==> config.mk <==
export PLATFORM = sky130hd
export DESIGN_NAME = csa_resolve
export DESIGN_NICKNAME = d
export VERILOG_FILES = /design/src/rtl/csa_resolve.sv
export SDC_FILE = /design/constraint.sdc
export NUM_CORES = 1
export LEC_CHECK = 0
export CORE_MARGIN = 10
export CORE_UTILIZATION = 45
export DETAILED_ROUTE_END_ITERATION = 16
export PLACE_DENSITY = 0.77
export REMOVE_ABC_BUFFERS = 1
export SLEW_MARGIN = 40
export SYNTH_ARGS = -nofsm -noshare
export SYNTH_HDL_FRONTEND = slang
export SYNTH_SLANG_ARGS = --single-unit
==> constraint.sdc <==
create_clock -name clk -period 4.25 [get_ports clk]
set_input_delay 1.0625 -clock clk [delete_from_list [all_inputs] [get_ports clk]]
set_output_delay 1.0625 -clock clk [all_outputs]
set_load 0.03 [all_outputs]
==> src/rtl/csa_resolve.sv <==
// csa_resolve: resolves a carry-save (sum/carry) pair into a binary sum, SEG_WIDTH bits per clock.
// Define CSA_RESOLVE_COUT_EN to drive the final carry onto cout; otherwise cout is tied to 0.
module csa_resolve #(
   parameter int INPUT_WIDTH = 64,
   parameter int SEG_WIDTH   = 16
) (
   input  logic                   clk,
   input  logic                   rst_n,
   input  logic                   in_valid,
   output logic                   in_ready,
   input  logic [INPUT_WIDTH-1:0] IN0,
   input  logic [INPUT_WIDTH-1:0] IN1,
   output logic                   out_valid,
   input  logic                   out_ready,
   output logic [INPUT_WIDTH-1:0] SUM,
   output logic                   cout
);

   localparam int NUM_SEGS = INPUT_WIDTH / SEG_WIDTH;
   localparam int CNT_W    = (NUM_SEGS > 1) ? $clog2(NUM_SEGS) : 1;
   localparam logic [CNT_W-1:0]       LAST_SEG = CNT_W'(NUM_SEGS - 1);
   localparam logic [INPUT_WIDTH-1:0] SEG_MASK = INPUT_WIDTH'({SEG_WIDTH{1'b1}});

   if (INPUT_WIDTH % SEG_WIDTH != 0) begin : g_bad_width
      $error("INPUT_WIDTH must be an integer multiple of SEG_WIDTH");
   end

   typedef enum logic [1:0] {IDLE, ADD, DONE} state_e;

   state_e                 state_q, state_d;
   logic [INPUT_WIDTH-1:0] op0_q, op0_d, op1_q, op1_d;
   logic [INPUT_WIDTH-1:0] sum_q, sum_d;
   logic [CNT_W-1:0]       seg_q, seg_d;
   logic                   carry_q, carry_d;

   logic [31:0]            seg_shift;
   logic [SEG_WIDTH-1:0]   seg0, seg1;
   logic [SEG_WIDTH:0]     seg_res;
   logic                   last_seg;

   // Segment k of each operand is brought down to bit 0 and added with the running carry.
   assign seg_shift = 32'(seg_q) * 32'(SEG_WIDTH);
   assign seg0      = SEG_WIDTH'(op0_q >> seg_shift);
   assign seg1      = SEG_WIDTH'(op1_q >> seg_shift);
   assign seg_res   = {1'b0, seg0} + {1'b0, seg1} + (SEG_WIDTH+1)'(carry_q);
   assign last_seg  = (seg_q == LAST_SEG);

   always_comb begin
      // NOTE: every next-state signal gets its hold value first, so no path can infer a latch.
      state_d = state_q;
      op0_d   = op0_q;
      op1_d   = op1_q;
      sum_d   = sum_q;
      seg_d   = seg_q;
      carry_d = carry_q;
      unique case (state_q)
         IDLE: begin
            if (in_valid) begin
               op0_d   = IN0;
               op1_d   = IN1;
               seg_d   = '0;
               carry_d = 1'b0;
               state_d = ADD;
            end
         end
         ADD: begin
            sum_d   = (sum_q & ~(SEG_MASK << seg_shift))
                    | (INPUT_WIDTH'(seg_res[SEG_WIDTH-1:0]) << seg_shift);
            carry_d = seg_res[SEG_WIDTH];
            seg_d   = seg_q + CNT_W'(1);
            if (last_seg) state_d = DONE;
         end
         DONE: begin
            if (out_ready) state_d = IDLE;
         end
         default: state_d = IDLE;
      endcase
   end

   // NOTE: non-blocking assignments so every flop samples the pre-edge values of its peers.
   always_ff @(posedge clk or negedge rst_n) begin
      if (!rst_n) begin
         state_q <= IDLE;
         sum_q   <= '0;
         seg_q   <= '0;
         carry_q <= 1'b0;
      end else begin
         state_q <= state_d;
         sum_q   <= sum_d;
         seg_q   <= seg_d;
         carry_q <= carry_d;
      end
   end

   // NOTE: operand registers are deliberately unreset; they are always loaded before being read.
   always_ff @(posedge clk) begin
      op0_q <= op0_d;
      op1_q <= op1_d;
   end

`ifdef CSA_RESOLVE_COUT_EN
   logic cout_q, cout_d;

   assign cout_d = (state_q == ADD && last_seg) ? seg_res[SEG_WIDTH] : cout_q;

   always_ff @(posedge clk or negedge rst_n) begin
      if (!rst_n) cout_q <= 1'b0;
      else        cout_q <= cout_d;
   end

   assign cout = cout_q;
`else
   assign cout = 1'b0;
`endif

   assign in_ready  = (state_q == IDLE);
   assign out_valid = (state_q == DONE);
   assign SUM       = sum_q;

endmodule

==> out/highlights.md <==
• complete, no violations — outcome
• 6 — number of search-and-repair iterations in the first detailed-routing pass
• 2 — number of stages on the worst hold path
• 0 — count of antenna diodes in the layout
• flip-flop — sort of element at the end of the critical path
• 4.84% — basic-gate share of the synthesized area counting and, or, nand and nor cells
• 0 — Post-DRT Antenna Nets
• 0.68 ns — largest stage delay on the critical path
• 49.0% — Rel. slew slack
• dfrtp_2 — slowest library cell on the worst path
• 0.752 ns — slack of the critical path
• 0 — initial antenna violation count
• 197 — Port Buffers
• buf_12 > mux4_2 > ha_1 > a21o_1 > a21oi_2 > a211oi_1 > o21ai_0 > a32o_1 — cell chain of the critical path
• 0.499 ns — worst hold-check slack
• 51.2% — flop share of the area
• 17500 sq um — area of the core region
• 0 — total setup violations reported at the end of the flow
• clkbuf_16 — buffer cell driving the clock tree root
• 16.7 sq um — average footprint of a synthesized cell
• clkdlybuf4s50_1 — most instantiated logic cell after routing
• 0 — final number of hold-violating endpoints
• 199 — number of top-level pins
• 4.02 nW — leakage power
• 0 — number of gates resized after cts
• no — setup repair after global routing missed its margin
• 0.07 ns — clock-pin slew on the worst setup and hold paths
• 5.03 mW — combinational logic power
• 82.3% — Tcrit/Tclk final
• SUM[60] — Worst setup endpoint
• edfxtp_1 — most repeated cell in the gate-level netlist after synthesis
• 5.49 mW — Internal
• 8 — R2R cell count
• 5570 sq um — combined flip-flop and latch cell area
• 128 — number of enable-type register cells in the synthesized netlist
• 0 — Remaining DRCs
• 10200 um — wire length on met2
• 3.50 ns — final worst path period need
• 55 — largest net degree at the start of global routing
• 0 ns — accumulated negative setup slack
• 0.000507 V — maximum ir drop on the vdd rail
• 485 — synthesized instance count
• 9.15% — multiplexer area fraction after synthesis
• 0 — Post-CTS Setup Repair Bufs
• 4.61 ns — WP data required
• edfxtp_1 — most used flip-flop cell
• 197 — flops & latches, synth
• 46.3% — core utilization at floorplan
• flip-flop — critical path launch point type
• 0 — cts-stage hold buffer count
• 154 um — horizontal die dimension
• AND-OR/OR-AND gates — top comb family, area
• 21.8% — proportion of cell area occupied by multi-input gates
• 31.7% — sequential power share
• 0 — yosys warning tally
• 1630 um — met3 wire length
• 154 um — Die Ht
• combinational logic — Main power group
• 3.43% — adder and majority gate portion of the synthesized area
• 4 — H-tree depth reported by CTS
• 2 — buffer depth of the longest clock path
• 31800 um — first-pass GRT wire length
• 0.286 GHz — Highest Clock Rate
• built — CTS tree
• 35.0% — async set-reset flop share out of synthesis
• 8 — Crit. path cell count
• 197 — clock tree sinks
Figure 1. Wiring by layer.
Drawn at 2 px/um.
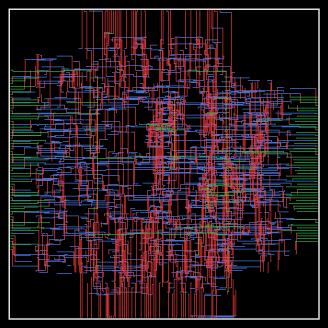
color	layer	wire length
orange	met4	260 um
red	met2	10200 um
blue	met1	8370 um
green	met3	1630 um
detailed-route wire length: 20400 um
Tot GR Track Use: 17.2%
overall via count from detail_route: 5173
average wire per cell in the routed design: 22.1 um

Figure 2. Close-up of the layout.
Region (106, 29) to (126, 49) um. Cells in gray, sequential cells in the stronger gray; small squares are vias.
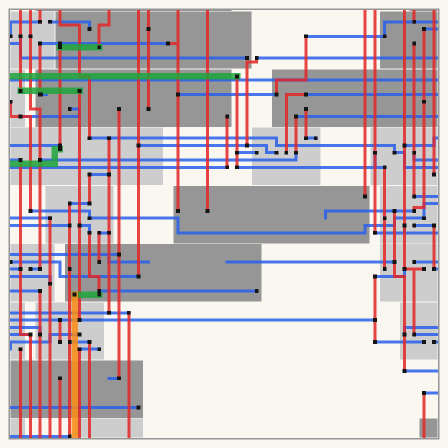
color	layer
green	met3
orange	met4
blue	met1
red	met2
sequential cells in the window	6
most frequent	a22o_1 (9), dfrtp_1 (6), clkbuf_16 (1)
cells with their middle in the window	16
netlist names of flops here include	SUM (6)

Figure 3. Routed clock nets over the placement.
Drawn at 2 px/um.
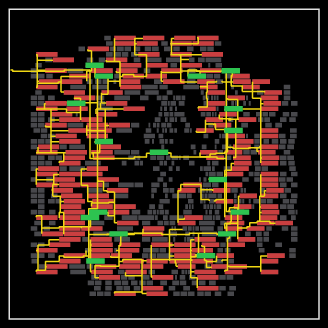
[green] cells driving clock nets | count: 17
[yellow] clock wires | length: 1970 um
[red] flip-flops | count: 197
routed clock nets	18
flops lie	all over the die

Figure 4. M4 wires.
Drawn at 2 px/um. Cells faint in the background.
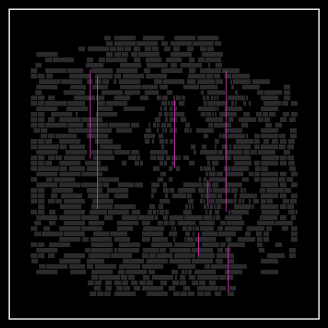
nets with wire on the layer	5
longest straight run	70.0 um
main direction	vertical

Power and IR drop assume default switching activity.
